[src/rtl/cache_fill_responder_pkg.sv]
// Shared constants and state encoding for the cache line fill responder.
package cache_fill_responder_pkg;

  localparam int LINE_WORDS    = 8;
  localparam int WORD_OFS_BITS = 3;
  localparam logic [WORD_OFS_BITS-1:0] LAST_SLOT = WORD_OFS_BITS'(LINE_WORDS - 1);

  typedef enum logic [2:0] {
    IDLE     = 3'd0,
    FETCH    = 3'd1,
    STREAM   = 3'd2,
    WRITE    = 3'd3,
    WAITDROP = 3'd4
  } state_t;

  // Word offset within a line wraps modulo the line size, never carrying out.
  function automatic logic [WORD_OFS_BITS-1:0] next_slot(input logic [WORD_OFS_BITS-1:0] slot);
    return slot + 1'b1;
  endfunction

endpackage

[src/rtl/cache_fill_responder_line_buffer.sv]
// 8x16 line buffer: one write port, one read port with a registered,
// enable-gated output that holds its value when not read.
module fill_line_buffer
  import cache_fill_responder_pkg::*;
(
  input  logic                     clk,
  input  logic                     reset,
  input  logic                     wr_en,
  input  logic [WORD_OFS_BITS-1:0] wr_slot,
  input  logic [15:0]              wr_data,
  input  logic                     rd_en,
  input  logic [WORD_OFS_BITS-1:0] rd_slot,
  output logic [15:0]              rd_data
);

  logic [15:0] line_mem [LINE_WORDS];

  always_ff @(posedge clk) begin
    if (wr_en) begin
      line_mem[wr_slot] <= wr_data;
    end
  end

  always_ff @(posedge clk) begin
    if (!reset) begin
      rd_data <= '0;
    end else if (rd_en) begin
      rd_data <= line_mem[rd_slot];
    end
  end

endmodule

[src/rtl/cache_fill_responder.sv]
// Serves cache line fills (critical-word-first fetch, gap-free 8-word stream)
// and single-word writes against a simple req/ack word backend.
module cache_fill_responder
  import cache_fill_responder_pkg::*;
#(
  parameter int ADDRW = 26
) (
  input  logic             clk,
  input  logic             reset,
  input  logic [31:0]      cpu_addr,
  input  logic             sdram_req,
  input  logic             sdram_rw,
  input  logic             wr_uds_n,
  input  logic             wr_lds_n,
  input  logic [15:0]      data_to_sdram,
  output logic [15:0]      data_from_sdram,
  output logic             sdram_fill,
  output logic             sdram_wack,
  output logic [ADDRW-2:0] mem_addr,
  output logic             mem_req,
  output logic             mem_we,
  output logic             mem_uds_n,
  output logic             mem_lds_n,
  output logic [15:0]      mem_wdata,
  input  logic [15:0]      mem_rdata,
  input  logic             mem_ack
);

  state_t state_reg, state_next;

  logic [WORD_OFS_BITS-1:0] cnt_reg;
  logic [ADDRW-2:0]         addr_reg;
  logic [15:0]              wdata_reg;
  logic                     uds_reg;
  logic                     lds_reg;
  logic                     wack_reg;

  logic                     fetch_ack;
  logic                     fetch_last;
  logic                     buf_wr_en;
  logic                     buf_rd_en;
  logic [WORD_OFS_BITS-1:0] buf_rd_slot;
  logic [15:0]              buf_rd_data;

  logic unused_addr_bits;
  assign unused_addr_bits = ^{cpu_addr[31:ADDRW], cpu_addr[0]};

  assign fetch_ack  = (state_reg == FETCH) && mem_ack;
  assign fetch_last = fetch_ack && (cnt_reg == LAST_SLOT);

  // State register
  always_ff @(posedge clk) begin
    if (!reset) begin
      state_reg <= IDLE;
    end else begin
      state_reg <= state_next;
    end
  end

  // Next-state logic
  always_comb begin
    state_next = state_reg;
    case (state_reg)
      IDLE: begin
        if (sdram_req) begin
          state_next = sdram_rw ? FETCH : WRITE;
        end
      end
      FETCH: begin
        if (fetch_last) begin
          state_next = STREAM;
        end
      end
      STREAM: begin
        if (cnt_reg == LAST_SLOT) begin
          state_next = IDLE;
        end
      end
      WRITE: begin
        if (mem_ack) begin
          state_next = WAITDROP;
        end
      end
      WAITDROP: begin
        if (!sdram_req) begin
          state_next = IDLE;
        end
      end
      default: state_next = IDLE;
    endcase
  end

  // Output logic; the buffer read is issued one cycle ahead of each stream beat
  always_comb begin
    mem_req     = 1'b0;
    mem_we      = 1'b0;
    sdram_fill  = 1'b0;
    buf_wr_en   = 1'b0;
    buf_rd_en   = 1'b0;
    buf_rd_slot = '0;
    case (state_reg)
      FETCH: begin
        mem_req   = 1'b1;
        buf_wr_en = mem_ack;
        buf_rd_en = fetch_last;
      end
      STREAM: begin
        sdram_fill  = 1'b1;
        buf_rd_en   = (cnt_reg != LAST_SLOT);
        buf_rd_slot = next_slot(cnt_reg);
      end
      WRITE: begin
        mem_req = 1'b1;
        mem_we  = 1'b1;
      end
      default: ;
    endcase
  end

  // Datapath: word counter, backend address and write payload
  always_ff @(posedge clk) begin
    if (!reset) begin
      cnt_reg   <= '0;
      addr_reg  <= '0;
      wdata_reg <= '0;
      uds_reg   <= 1'b1;
      lds_reg   <= 1'b1;
      wack_reg  <= 1'b0;
    end else begin
      wack_reg <= (state_reg == WRITE) && mem_ack;
      case (state_reg)
        IDLE: begin
          cnt_reg <= '0;
          if (sdram_req) begin
            addr_reg <= cpu_addr[ADDRW-1:1];
          end
          if (sdram_req && !sdram_rw) begin
            wdata_reg <= data_to_sdram;
            uds_reg   <= wr_uds_n;
            lds_reg   <= wr_lds_n;
          end
        end
        FETCH: begin
          if (mem_ack) begin
            cnt_reg                           <= next_slot(cnt_reg);
            addr_reg[WORD_OFS_BITS-1:0]       <= next_slot(addr_reg[WORD_OFS_BITS-1:0]);
          end
        end
        STREAM: begin
          cnt_reg <= next_slot(cnt_reg);
        end
        WRITE: begin
          if (mem_ack) begin
            uds_reg <= 1'b1;
            lds_reg <= 1'b1;
          end
        end
        default: ;
      endcase
    end
  end

  fill_line_buffer u_line_buffer (
    .clk     (clk),
    .reset   (reset),
    .wr_en   (buf_wr_en),
    .wr_slot (cnt_reg),
    .wr_data (mem_rdata),
    .rd_en   (buf_rd_en),
    .rd_slot (buf_rd_slot),
    .rd_data (buf_rd_data)
  );

  assign data_from_sdram = buf_rd_data;
  assign sdram_wack      = wack_reg;
  assign mem_addr        = addr_reg;
  assign mem_wdata       = wdata_reg;
  assign mem_uds_n       = uds_reg;
  assign mem_lds_n       = lds_reg;

endmodule

[config.mk]
export PLATFORM = sky130hd
export DESIGN_NAME = cache_fill_responder
export DESIGN_NICKNAME = d
export VERILOG_FILES = /design/src/rtl/cache_fill_responder_pkg.sv /design/src/rtl/cache_fill_responder_line_buffer.sv /design/src/rtl/cache_fill_responder.sv
export SDC_FILE = /design/constraint.sdc
export NUM_CORES = 1
export LEC_CHECK = 0
export CAP_MARGIN = 20
export CORE_MARGIN = 2
export CORE_UTILIZATION = 53
export CTS_CLUSTER_SIZE = 24
export DETAILED_ROUTE_END_ITERATION = 8
export GPL_ROUTABILITY_DRIVEN = 0
export PLACE_DENSITY = 0.8
export SLEW_MARGIN = 0
export SYNTH_ARGS = -nofsm -noshare
export SYNTH_HDL_FRONTEND = slang
export SYNTH_HIERARCHICAL = 1
export SYNTH_SLANG_ARGS = --single-unit
[constraint.sdc]
create_clock -name clk -period 3.7 [get_ports clk]
set_input_delay 0.555 -clock clk [delete_from_list [all_inputs] [get_ports clk]]
set_output_delay 0.555 -clock clk [all_outputs]
set_load 0.03 [all_outputs]
**I/O nets highlighted**

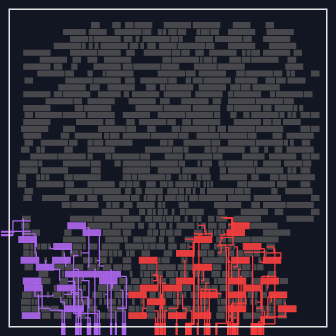
[mem_addr] red | direction: output | end cells: 25 | buffers: 25 | wire: 777 um
[mem_wdata] purple | direction: output | end cells: 16 | buffers: 16 | wire: 452 um
I/O pins: 134
IO buf count: 126

**Sizing map**

Bar = 20 um.
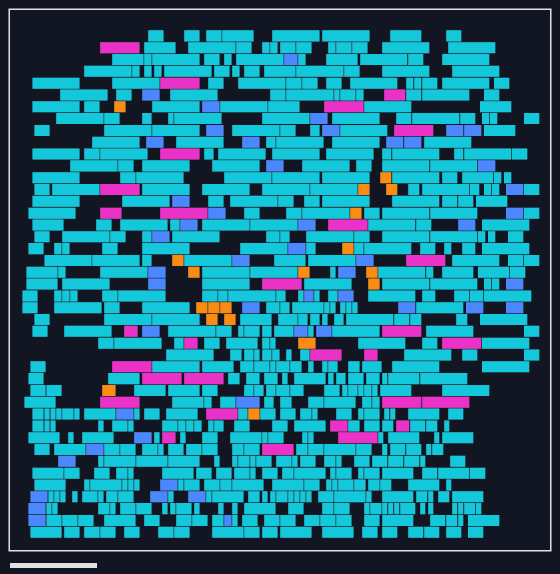
[drive 3 to 4] orange | cells: 19 | most used: buf_4
[drive 6 and up] magenta | cells: 30 | most used: clkbuf_16
[drive 2] blue | cells: 50 | most used: mux2_2
[drive 1 or less] cyan | cells: 597 | most used: edfxtp_1
P&R area growth vs syn: 26.1%
design area: 0.00967 sq mm
final setup margin: 0.864 ns
Non-clk bufs: 143

**Sequential cells coloured by netlist name**

Bar = 20 um. Other sequential cells in the stronger grey, the rest of the logic in the fainter grey.
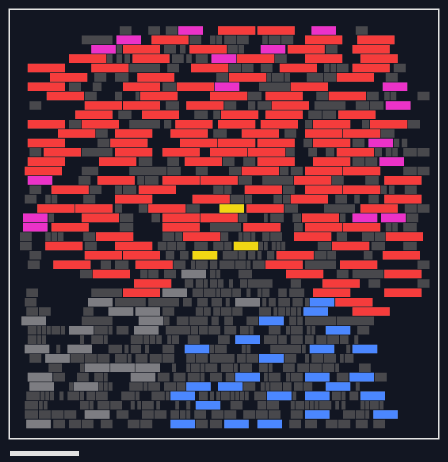
[u_line_buffer/rd_data] magenta | sequential cells: 16
[u_line_buffer/line_mem] red | sequential cells: 128
[cnt_reg] yellow | sequential cells: 3
[mem_addr] blue | sequential cells: 25
not coloured: 22
sequential power: 2.42 mW
Final Core Density: 69.1%
register share of the cell area: 53.4%

**Clock nets**

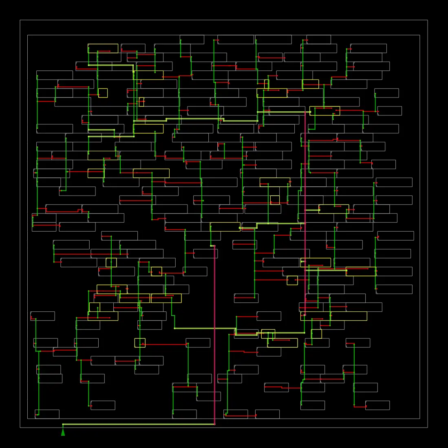
clk_lat worst skew: 0.43 ns
final sequential cell count: 194
clkbuf count: 21

**Metal layers overlaid**

Bar = 20 um.
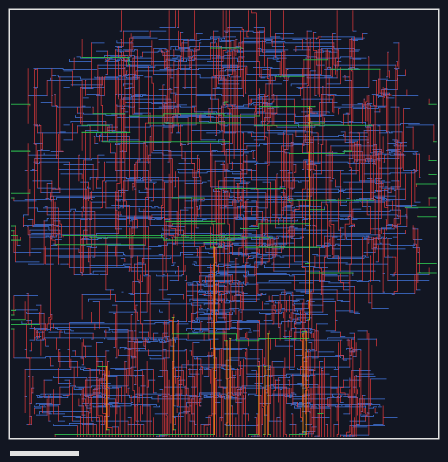
[met4] orange | wire length: 350 um
[met2] red | wire length: 8,440 um
[met1] blue | wire length: 6,890 um
[met3] green | wire length: 740 um
final WL: 16.4 mm
Total GRT Usage: 21.6%
Via Count: 4,872
wire length per cell: 18.7 um

==> CHANGELOG.md <==
### Physical design

* Status: finished, final reports clean
* Reg2reg path depth at 7
* Register area share after synthesis at 67.4%
* Clk sinks at 194
* Critical R2R Capture: u_line_buffer/rd_data[11]
* OpenROAD warning count at 33
* Netlist cell types at 42
* Hold_sp: mem_wdata[12]
* Gate count of the mapped netlist at 555
* Peak fanout along the critical path at 10
* Clock Power Share at 37.8%
* Max Clk Rate at 353 MHz
* Pleak at 3.27 nW
* Final Skew at 0.00752 ns
* First-pass GRT wire length at 26.0 mm
* PostCTS Resize Cnt at 0
* Iteration-0 DRC Markers at 395
* Ys flops at 194
* FP Util at 54.8%
* DR vias/cell at 5.56
* Seq pwr share at 49.7%
* Maximum vdd drop at 303 uV
* Largest net degree at the start of global routing at 68
* WHS Path Cells at 2
* HPWL Detailed at 10.7 mm
* R2r startpoint: cnt_reg[0]
* R2R Setup Slk at 1.14 ns
* Minimum clock period at 2.84 ns
* Synth top area share at 50.1%
* Combinational Power Share at 12.5%
* Post-Route Setup TNS at 0 ns
* Die height at 124 um
* Switch Pwr at 1.16 mW
* CP cell instances: nor2b_1 -> and2_1 -> clkdlybuf4s50_1
* Die width at 124 um
* Max FFs per register at 128
* Max Buffers Root-to-Sink at 2
* Yosys stat chip area at 0.00767 sq mm
* Synth top cells by count: 128 x edfxtp_1, 88 x nand2_1, 66 x dfxtp_1
* Ys async rst share at 0%
* Post-Syn Area per Cell at 13.8 sq um
* Antenna viol nets, final at 0
* Setup bufs post-CTS at 0
* CTS root buf: clkbuf_16
* Yosys warns at 6
* Rows at 43
* Max-cap violations at 0
* DRC Markers at 0
* Die area at 0.0154 sq mm
* Worst-Margin Slew at 0.900 ns
* Net Sw Frac at 24.0%
* Crit-path slowest cell: clkdlybuf4s50_1
* Cts-stage hold buffer count at 0
* Power Dens Cells at 503 mW/mm^2
* Core area at 0.0140 sq mm
* Share of layout cells above drive strength 1 at 14.2%
* Post-synth area hogs: edfxtp_1 50%, dfxtp_1 17%, mux2_2 4.8%, mux2i_1 4.4%, nand2_1 4.3%
* Final hold viol count at 0
* Ys cells at 555
* CP top delay family: buffers and inverters
* Max-slew violation count at 0
* Initial antenna violation count at 0
* Fin crit share at 76.6%
* Crit path launch type: register
* Hold Path Class: reg2reg
* Arrival @ worst endpoint at 2.28 ns
* CTS H-tree lvls at 4
* Crit path required time at 3.14 ns
* Synth area leader: edfxtp_1
* Fillers at 975
* CP bufs+invs at 1
* Drt pass-1 iters at 4
* Pint at 3.70 mW
* Largest Register: u_line_buffer/line_mem
* WHS Endpoint: mem_wdata[12]
* Number of synthesized flops with an enable pin at 128
* Syn Nets at 629
* Worst-path clk slew at 0.07 ns
* Mapped Area at 0.00767 sq mm
* GR Overflow Total at 0
* Post-Place Worst Slack at 1.03 ns
* Critical path type: reg2out
* Largest stage delay, worst path at 0.68 ns
* RSZ-0062 raised after global routing: false
* CTS tree: yes
* Cts bufs inserted at 17
* Antenna Cells at 0
* Pwr Total at 4.86 mW
* Synth top cell by count: edfxtp_1
* Main synth FF type: edfxtp_1
[final cells by class]
cell class | instances | area [sq um] | area share (%)
sequential | 194 | 5160 | 53.4
clock buffer | 21 | 460 | 4.76
timing repair buffer | 143 | 1410 | 14.6
clock inverter | 11 | 139 | 1.44
tap | 180 | 225 | 2.33
multi-input combinational | 324 | 2260 | 23.4
inverter | 3 | 11.3 | 0.116
[per-layer routing]
metal / up-vias / GRT usage (%) / routed length, um
met5: - / 0 / 0
li1: 2321 / - / -
met1: 2406 / 27.9 / 6890
met3: 26 / 4.81 / 739
met4: 0 / 8.26 / 349
met2: 119 / 35.8 / 8440
[cells by family (layout without fill, tap and decap cells)]
kind of cell             count (synthesis)  count (layout)  synth area share [%]
multiplexers                            67              67                  9.29
adder cells (fa/ha/maj)                  3               3                 0.490
AND/OR/NAND/NOR                        131             131                  7.77
AND-OR/OR-AND                          122             122                  11.5
buffers and inverters                   37             178                  3.46
XOR/XNOR                                 1               1                 0.114
flip-flops                             194             194                  67.4
[cells in the final DEF (no fill, tap or decap), types with 10 or more instances in the layout]
| cell type | instances |
|---|---|
| edfxtp_1 | 128 |
| clkdlybuf4s50_1 | 125 |
| nand2_1 | 88 |
| dfxtp_1 | 66 |
| mux2i_1 | 34 |
| mux2_2 | 33 |
| a21boi_0 | 29 |
| o21ai_0 | 20 |
| a21oi_1 | 17 |
| clkbuf_16 | 17 |
| o22ai_1 | 15 |
| buf_4 | 15 |
| a221o_1 | 13 |
| nor2_1 | 11 |
| a21boi_2 | 10 |
[worst max-delay path by stage]
stage,end,cells after the start,start,slack [ns]
after global placement,u_line_buffer/line_mem[7][2],5,mem_ack,1.08
final,mem_we,3,state_reg[0],0.86
after global routing,mem_we,3,state_reg[0],0.76
after detailed placement,u_line_buffer/line_mem[6][3],5,mem_ack,1.03
after floorplan,u_line_buffer/line_mem[0][0],6,state_reg[0],0.78
after CTS,mem_we,3,state_reg[0],0.87
[power groups by stage]
stage	Combinational (mW)	Sequential, mW	Clock [mW]
6_report	0.608	2.42	1.84
5_1_grt	0.652	2.42	1.96
4_1_cts	0.610	2.42	1.88
3_5_place_dp	0.607	2.46	0
3_3_place_gp	0.589	2.46	0
2_1_floorplan	0.287	2.55	0
[through the flow]
step                hold WS, ns  cells  instance area, sq um
CTS                       0.467    875                  9650
floorplan                 0.493    555                  7670
global route              0.488    876                  9670
detailed placement        0.457    843                  9050
global placement          0.453    843                  9050
finish                    0.463    876                  9670
[worst min-delay path, delay by kind of cell (launching register included)]
kind | cells | cell delay (ns)
compound gates | 1 | 0.05
flops | 1 | 0.31
simple gates | 1 | 0.06
No activity file was given, so power comes from the tool's default toggle rates.
